$ cat src/rtl/tour_pkg.sv
// Shared types and constants for the command scheduler: FSM state encoding,
// the response acknowledge byte and the command opcode nibbles.
package tour_pkg;

   typedef enum logic [2:0] {
      IDLE,
      LOAD,
      SEND,
      WAIT_SNT,
      WAIT_RESP,
      DONE,
      ERR
   } sched_state_e;

   localparam int unsigned CMD_W = 16;

   // Response byte that acknowledges a command.
   localparam logic [7:0] RESP_ACK = 8'hA5;

   // Opcodes live in the top nibble of a command word.
   localparam logic [3:0] OP_CAL_GYRO  = 4'h2;
   localparam logic [3:0] OP_MOVE      = 4'h4;
   localparam logic [3:0] OP_MOVE_FAST = 4'h5;

   function automatic logic [3:0] cmd_opcode(input logic [CMD_W-1:0] c);
      return c[CMD_W-1 -: 4];
   endfunction

   // States in which a command is being worked on.
   function automatic logic is_busy_state(input sched_state_e s);
      return (s == LOAD) || (s == SEND) || (s == WAIT_SNT) || (s == WAIT_RESP);
   endfunction

endpackage

$ cat src/rtl/cmd_fifo.sv
// Command queue: DEPTH-entry circular buffer with full/empty status and a
// flush that empties the queue in one cycle. A push into a full queue is
// dropped unless a pop happens in the same cycle. Flush wins over push/pop.
module cmd_fifo
   import tour_pkg::*;
#(
   parameter int DEPTH = 8,
   parameter int W     = CMD_W
) (
   input  logic         clk,
   input  logic         rst,
   input  logic         push,
   input  logic [W-1:0] wdata,
   input  logic         pop,
   input  logic         flush,
   output logic [W-1:0] rdata,
   output logic         full,
   output logic         empty
);

   localparam int AW = (DEPTH > 1) ? $clog2(DEPTH) : 1;
   localparam int CW = $clog2(DEPTH + 1);

   logic [W-1:0]  mem_q [DEPTH];
   logic [AW-1:0] wr_ptr_q, wr_ptr_d;
   logic [AW-1:0] rd_ptr_q, rd_ptr_d;
   logic [CW-1:0] cnt_q, cnt_d;
   logic          do_push, do_pop;

   assign full    = (cnt_q == CW'(DEPTH));
   assign empty   = (cnt_q == '0);
   assign do_pop  = pop && !empty;
   assign do_push = push && (!full || do_pop);
   assign rdata   = mem_q[rd_ptr_q];

   // Pointer and occupancy update; pointers wrap naturally since DEPTH is a power of 2.
   always_comb begin
      wr_ptr_d = wr_ptr_q;
      rd_ptr_d = rd_ptr_q;
      cnt_d    = cnt_q;
      if (flush) begin
         wr_ptr_d = '0;
         rd_ptr_d = '0;
         cnt_d    = '0;
      end else begin
         if (do_push) wr_ptr_d = wr_ptr_q + AW'(1);
         if (do_pop)  rd_ptr_d = rd_ptr_q + AW'(1);
         case ({do_push, do_pop})
            2'b10:   cnt_d = cnt_q + CW'(1);
            2'b01:   cnt_d = cnt_q - CW'(1);
            default: cnt_d = cnt_q;
         endcase
      end
   end

   // Pointer/count registers.
   always_ff @(posedge clk) begin
      if (rst) begin
         wr_ptr_q <= '0;
         rd_ptr_q <= '0;
         cnt_q    <= '0;
      end else begin
         wr_ptr_q <= wr_ptr_d;
         rd_ptr_q <= rd_ptr_d;
         cnt_q    <= cnt_d;
      end
   end

   // Storage write; contents need no reset because occupancy gates every read.
   always_ff @(posedge clk) begin
      if (do_push && !flush) mem_q[wr_ptr_q] <= wdata;
   end

endmodule

$ cat src/rtl/cmd_scheduler.sv
// Command scheduler: queues command words and drains them one by one to
// RemoteComm, waiting for cmd_snt and an acknowledge byte per command.
// Optional feature macro: CMD_RETRY_EN -- on the first response timeout of a
// command, re-send it once before declaring an error.
//
//   state     | meaning
//   ----------+----------------------------------------------------------
//   IDLE      | waiting for start
//   LOAD      | pop queue head into the cmd register
//   SEND      | snd_cmd strobe high for this one cycle
//   WAIT_SNT  | waiting for RemoteComm to finish transmitting
//   WAIT_RESP | waiting for the response byte, timeout counter running
//   DONE      | sequence complete, every command acknowledged
//   ERR       | command nacked or timed out; err_cmd holds it
module cmd_scheduler
   import tour_pkg::*;
#(
   parameter int          DEPTH    = 8,
   parameter logic [31:0] RESP_TMO = 32'd40_000_000
) (
   input  logic        clk,
   input  logic        rst,
   input  logic        push,
   input  logic [15:0] push_cmd,
   input  logic        start,
   input  logic        abort,
   output logic        snd_cmd,
   output logic [15:0] cmd,
   input  logic        cmd_snt,
   input  logic        resp_rdy,
   input  logic [7:0]  resp,
   output logic        full,
   output logic        empty,
   output logic        busy,
   output logic        done,
   output logic        err,
   output logic [4:0]  n_done,
   output logic [15:0] err_cmd
);

   sched_state_e state_q, state_d;
   logic [15:0]  cmd_q, cmd_d;
   logic [15:0]  err_cmd_q, err_cmd_d;
   logic [4:0]   n_done_q, n_done_d;
   logic [31:0]  tmo_q, tmo_d;
   logic         snd_q, snd_d;
   logic         busy_q, busy_d;
   logic         done_q, done_d;
   logic         err_q, err_d;
`ifdef CMD_RETRY_EN
   logic         retry_q, retry_d;
`endif

   logic         fifo_pop;
   logic         fifo_flush;
   logic [15:0]  fifo_head;
   logic         tmo_hit;

   cmd_fifo #(
      .DEPTH (DEPTH),
      .W     (16)
   ) u_fifo (
      .clk   (clk),
      .rst   (rst),
      .push  (push),
      .wdata (push_cmd),
      .pop   (fifo_pop),
      .flush (fifo_flush),
      .rdata (fifo_head),
      .full  (full),
      .empty (empty)
   );

   assign tmo_hit = (tmo_q == RESP_TMO - 32'd1);

   // The strobe is registered, but an abort in the same cycle suppresses it.
   assign snd_cmd = snd_q && !abort;
   assign cmd     = cmd_q;
   assign busy    = busy_q;
   assign done    = done_q;
   assign err     = err_q;
   assign n_done  = n_done_q;
   assign err_cmd = err_cmd_q;

   // Next-state and datapath decisions; abort overrides everything.
   always_comb begin
      state_d    = state_q;
      cmd_d      = cmd_q;
      err_cmd_d  = err_cmd_q;
      n_done_d   = n_done_q;
      tmo_d      = tmo_q;
      fifo_pop   = 1'b0;
      fifo_flush = 1'b0;
`ifdef CMD_RETRY_EN
      retry_d    = retry_q;
`endif
      if (abort) begin
         state_d    = IDLE;
         fifo_flush = 1'b1;
         tmo_d      = '0;
      end else begin
         case (state_q)
            IDLE, DONE, ERR: begin
               if (start) begin
                  n_done_d = '0;
                  state_d  = empty ? DONE : LOAD;
               end
            end
            LOAD: begin
               fifo_pop = 1'b1;
               cmd_d    = fifo_head;
               tmo_d    = '0;
`ifdef CMD_RETRY_EN
               retry_d  = 1'b0;
`endif
               state_d  = SEND;
            end
            SEND: begin
               state_d = WAIT_SNT;
            end
            WAIT_SNT: begin
               if (cmd_snt) begin
                  tmo_d   = '0;
                  state_d = WAIT_RESP;
               end
            end
            WAIT_RESP: begin
               if (resp_rdy) begin
                  if (resp == RESP_ACK) begin
                     if (n_done_q != 5'd31) n_done_d = n_done_q + 5'd1;
`ifdef CMD_RETRY_EN
                     retry_d = 1'b0;
`endif
                     state_d = empty ? DONE : LOAD;
                  end else begin
                     err_cmd_d = cmd_q;
                     state_d   = ERR;
                  end
               end else if (tmo_hit) begin
`ifdef CMD_RETRY_EN
                  if (!retry_q) begin
                     retry_d = 1'b1;
                     tmo_d   = '0;
                     state_d = SEND;
                  end else begin
                     err_cmd_d = cmd_q;
                     state_d   = ERR;
                  end
`else
                  err_cmd_d = cmd_q;
                  state_d   = ERR;
`endif
               end else begin
                  tmo_d = tmo_q + 32'd1;
               end
            end
            default: state_d = IDLE;
         endcase
      end
      snd_d  = (state_d == SEND);
      busy_d = is_busy_state(state_d);
      done_d = (state_d == DONE);
      err_d  = (state_d == ERR);
   end

   // State and registered outputs.
   always_ff @(posedge clk) begin
      if (rst) begin
         state_q   <= IDLE;
         cmd_q     <= 16'h0000;
         err_cmd_q <= 16'h0000;
         n_done_q  <= '0;
         tmo_q     <= '0;
         snd_q     <= 1'b0;
         busy_q    <= 1'b0;
         done_q    <= 1'b0;
         err_q     <= 1'b0;
`ifdef CMD_RETRY_EN
         retry_q   <= 1'b0;
`endif
      end else begin
         state_q   <= state_d;
         cmd_q     <= cmd_d;
         err_cmd_q <= err_cmd_d;
         n_done_q  <= n_done_d;
         tmo_q     <= tmo_d;
         snd_q     <= snd_d;
         busy_q    <= busy_d;
         done_q    <= done_d;
         err_q     <= err_d;
`ifdef CMD_RETRY_EN
         retry_q   <= retry_d;
`endif
      end
   end

endmodule

$ cat config.mk
export PLATFORM = sky130hd
export DESIGN_NAME = cmd_scheduler
export DESIGN_NICKNAME = d
export VERILOG_FILES = /design/src/rtl/tour_pkg.sv /design/src/rtl/cmd_fifo.sv /design/src/rtl/cmd_scheduler.sv
export SDC_FILE = /design/constraint.sdc
export NUM_CORES = 1
export LEC_CHECK = 0
export CAP_MARGIN = 20
export CORE_AREA = 4 4 194 196
export CTS_CLUSTER_DIAMETER = 40
export DETAILED_ROUTE_END_ITERATION = 16
export DIE_AREA = 0 0 198 200
export PLACE_DENSITY = 0.46
export SLEW_MARGIN = 15
export SYNTH_ARGS = -nofsm -noshare
export SYNTH_HDL_FRONTEND = slang
export SYNTH_HIERARCHICAL = 1
export SYNTH_SLANG_ARGS = --single-unit
export TNS_END_PERCENT = 10
$ cat constraint.sdc
create_clock -name clk -period 5.64 [get_ports clk]
set_input_delay 0.564 -clock clk [delete_from_list [all_inputs] [get_ports clk]]
set_output_delay 0.564 -clock clk [all_outputs]
set_load 0.1 [all_outputs]
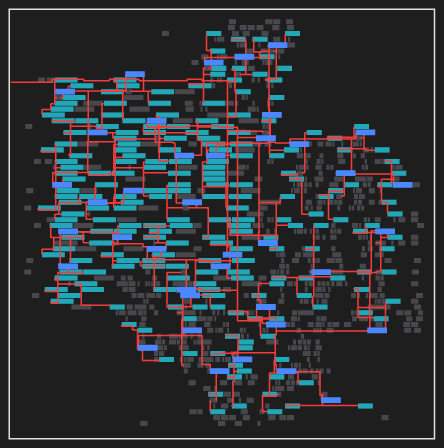
Figure 1: clock network drawn from the DEF.
- clock wires: red (length 3250 um)
- clock-net drivers: blue (count 39)
- flip-flops: cyan (count 217)
- routed clock nets: 40
part of the total power dissipated in the clock network: 0.554
power in the clock group: 2340 uW
clock insertion delay at the later pin of the skew report: 0.52 ns

==> run notes <==
Results of the flow run.

The core region area stands at 0.0361 mm2. The final cell count without fillers stands at approximately 1.3k. met3 track demand over resource after global routing is 0.0260. The height of the die stands at 200 um. The layout report lists the clock-cell share of area as 0.113.

The detailed-routed wire length on met3 stands at roughly 900 um. The combinational group power stands at 173 uW. In the synthesized netlist, the dominant kind of combinational cell is simple AND/OR/NAND/NOR gates.

The flip-flop count of the largest register after layout stands at 128. TritonCTS built the clock tree. In this run, post-CTS repair resized a total of 0 instances. The number of fill cells stands at 3606. The number of setup buffers added after CTS is 0. Pin placement for this block handled 74 I/O pins. OpenSTA lists the critical path endpoint as empty. The data arrival time of the critical path stands at approximately 2.9 ns. OpenSTA, run right after detailed placement, puts the worst setup slack at 2.05 ns.

The met2 global-route usage stands at 0.170. Yosys reported a register bit count of between 200 and 250. The number of maximum-capacitance constraint violations stands at 0. The total of clock buffers placed in the layout stands at 45. The group that draws the most power in this run is clock. STA classifies the critical path endpoint as a primary output. Looking at the hold checks, the worst path lands on cmd[2]$_SDFFE_PP0P_. In this run the clock root is driven by a clkbuf_16.

The share of the core area taken by cells at floorplan is 0.255. The final non-filler cell area stands at 0.0118 mm2. The global route stage reports its total congestion overflow as 0. The area of all sequential standard cells stands at ~0.0056 mm2.

The antenna violation net count after detailed routing stands at 0. The final max-slew violation count recorded for this run is 0. The flop share of the area stands at 0.478. The number of cell rows stands at 70.

The count of antenna diodes in the layout stands at 0. For this block, wires on met1 add up to a little under 10 mm. For reference, the post-synthesis area per instance comes to 13.6 um2. The inverter count stands at 13.

The number of warnings issued by yosys stands at 6. In the final timing run, aggregate negative setup slack is 0 ns. The vias after detailed routing stands at between 5k and 6k.

The post-synth count of flops with an enable pin is 128. The number of detailed-route iterations in the first pass stands at 4. Final hold analysis gives a worst-case slack of 0.477 ns. In this run the cell area of the synthesized design comes to about 0.009 mm2. STA lists the startpoint of the worst register-to-register path as state_q[2]$_SDFF_PP0_. Static timing analysis puts the maximum clock frequency at 0.289 GHz. Looking at the cell usage after synthesis, the top flip-flop cell is edfxtp_1. The worst-case max-slew headroom was logged as 0.307. The number of global-route vias before repair stands at 5720.

Per the hold report, the tightest min-delay path originates at cmd[2]$_SDFFE_PP0P_. The endpoint identified for the worst register-to-register timing path is u_fifo/cnt_q[3]$_SDFFE_PP0P_. The global-route wire length before repair stands at 32.8 mm. The global router reports that the layer with the highest usage is met2.

The internal portion of total power stands at 3250 uW. The final weighted congestion recorded by global placement is 0.719. The setup clock skew after layout stands at 0.0173 ns. The average wire per standard cell stands at 16.6 um.

The timing report gives the biggest stage delay along the critical path as 1.20 ns. The average via count per standard cell stands at 4.47. The inserted tap cell count stands at 468. The area share of the largest cell type after synthesis stands at 0.418. Per the synthesis report, the adder-cell share of the synthesized area is 0.0117.

The multiplexer fraction of the synthesized cell area stands at 0.133. The required time at the endpoint of the critical path stands at 5.08 ns. The total cell area reported by yosys after synthesis stands at about 0.0092 mm2. At floorplan, the net count of the design was reported as 717. The floorplan step set the die width to between 150 and 200 um.

Listed in order, past its start point the critical path passes or3_1 -> nor2_1 -> clkdlybuf4s50_1. The post-DP HPWL stands at 13.6 mm. Setup repair after global routing left no endpoint under its margin. The worst path in the final design needs a cycle of 3.46 ns, including I/O delays and setup. The cell count after placement stands at 1199. The area growth from synthesis to layout is 27.9%. The highest layer touched by signal routing is met4. The initial antenna violation count was 0. The synthesized netlist was found by Yosys to have 678 cells.

Per the post-synthesis report, the number of cells in the design is roughly 680. Of all the cell area in the finished design, non-clock buffers hold 0.0699. The clock passes through at most 3 buffers. In the final layout, the registers with the most flip-flops are u_fifo/mem_q (128), tmo_q (32).

The worst voltage drop across the vdd grid stands at between 0.15 and 0.2 mV. For reference, the most critical setup path is categorized as flip-flop to primary output. The layout contains a multi-input combinational cell count of 415. The cell-mix breakdown from Yosys lists the compound-gate area share as 0.0448. The share of post-route cells with drive strength above 1 stands at 0.162. The share of flip-flops with an asynchronous set or reset after synthesis stands at 0. In the finished design, the share of the clock period the worst path needs comes to 0.614. Leaving out fill and tap cells, the most frequent cell in the layout is edfxtp_1.

The run finished with clean final reports. In the detailed route, the total length drawn on met2 is about 10 mm. The number of H-tree branching levels stands at 2. Leaving out fill and tap cells, the most frequent cells in the layout are edfxtp_1 (128), dfxtp_1 (87), clkdlybuf4s50_1 (72). The cell family contributing the most delay on the critical path is buffers and inverters. The net count of the finished layout is 811. The overall power consumption stands at 4210 uW. Counting cells, the worst reg-to-reg path comes to 11. Per the timing report, the biggest fanout along the worst path comes to 7. The critical path starts at u_fifo/cnt_q[1]$_SDFFE_PP0P_. Per the OpenROAD timing report, the critical path contains 3 cells. According to the hold report, the worst path is of the flip-flop to flip-flop type. The buffers plus inverters on the worst setup path stands at 1. Overall routing resource usage recorded by global route was 0.106.

The combinational fraction of the cell area stands at 0.285. Power spread over the standard cell area amounts to 358 mW/mm2. The switching portion of total power comes to 0.229. The number of remaining DRC errors stands at 0. Among all stages on the critical path, the largest delay is contributed by clkdlybuf4s50_1.

The total CTS buffers stands at 39. The worst setup path is launched from a flip-flop. The number of cells traversed by the worst hold path stands at 2.

The share of the yosys chip area belonging to registers stands at 0.611. In this run the cell area measured after placement is 0.0104 mm2. Looking at the max-slew report, the worst-margin pin has a slew of 1.04 ns.
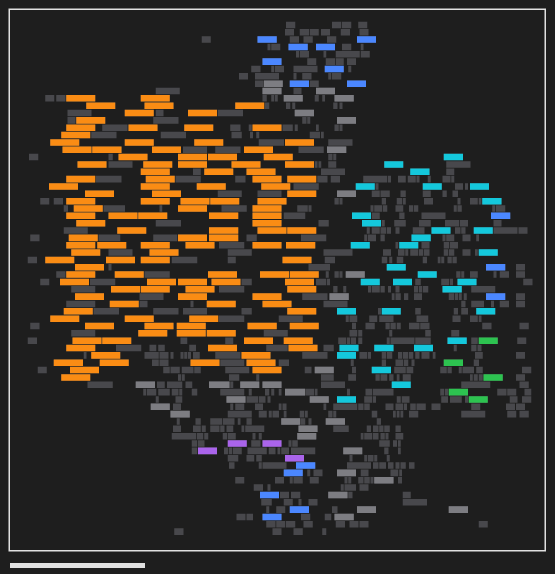
Figure 2: sequential cells colored by netlist name.
The bar under the picture is 50 um long. Other sequential cells in the stronger gray, the rest of the logic in the fainter gray.
- `u_fifo/mem_q`: orange (placed flops 128)
- `err_cmd`: blue (placed flops 16)
- `tmo_q`: cyan (placed flops 32; where east)
- `u_fifo/cnt_q`: purple (placed flops 4; where south)
- `n_done`: green (placed flops 5)
- not colored: 32
Sequential Power: 1710 uW
fraction of the core area covered by cells at the end of the flow: 0.326

No activity file was given, so power comes from the tool's default toggle rates.
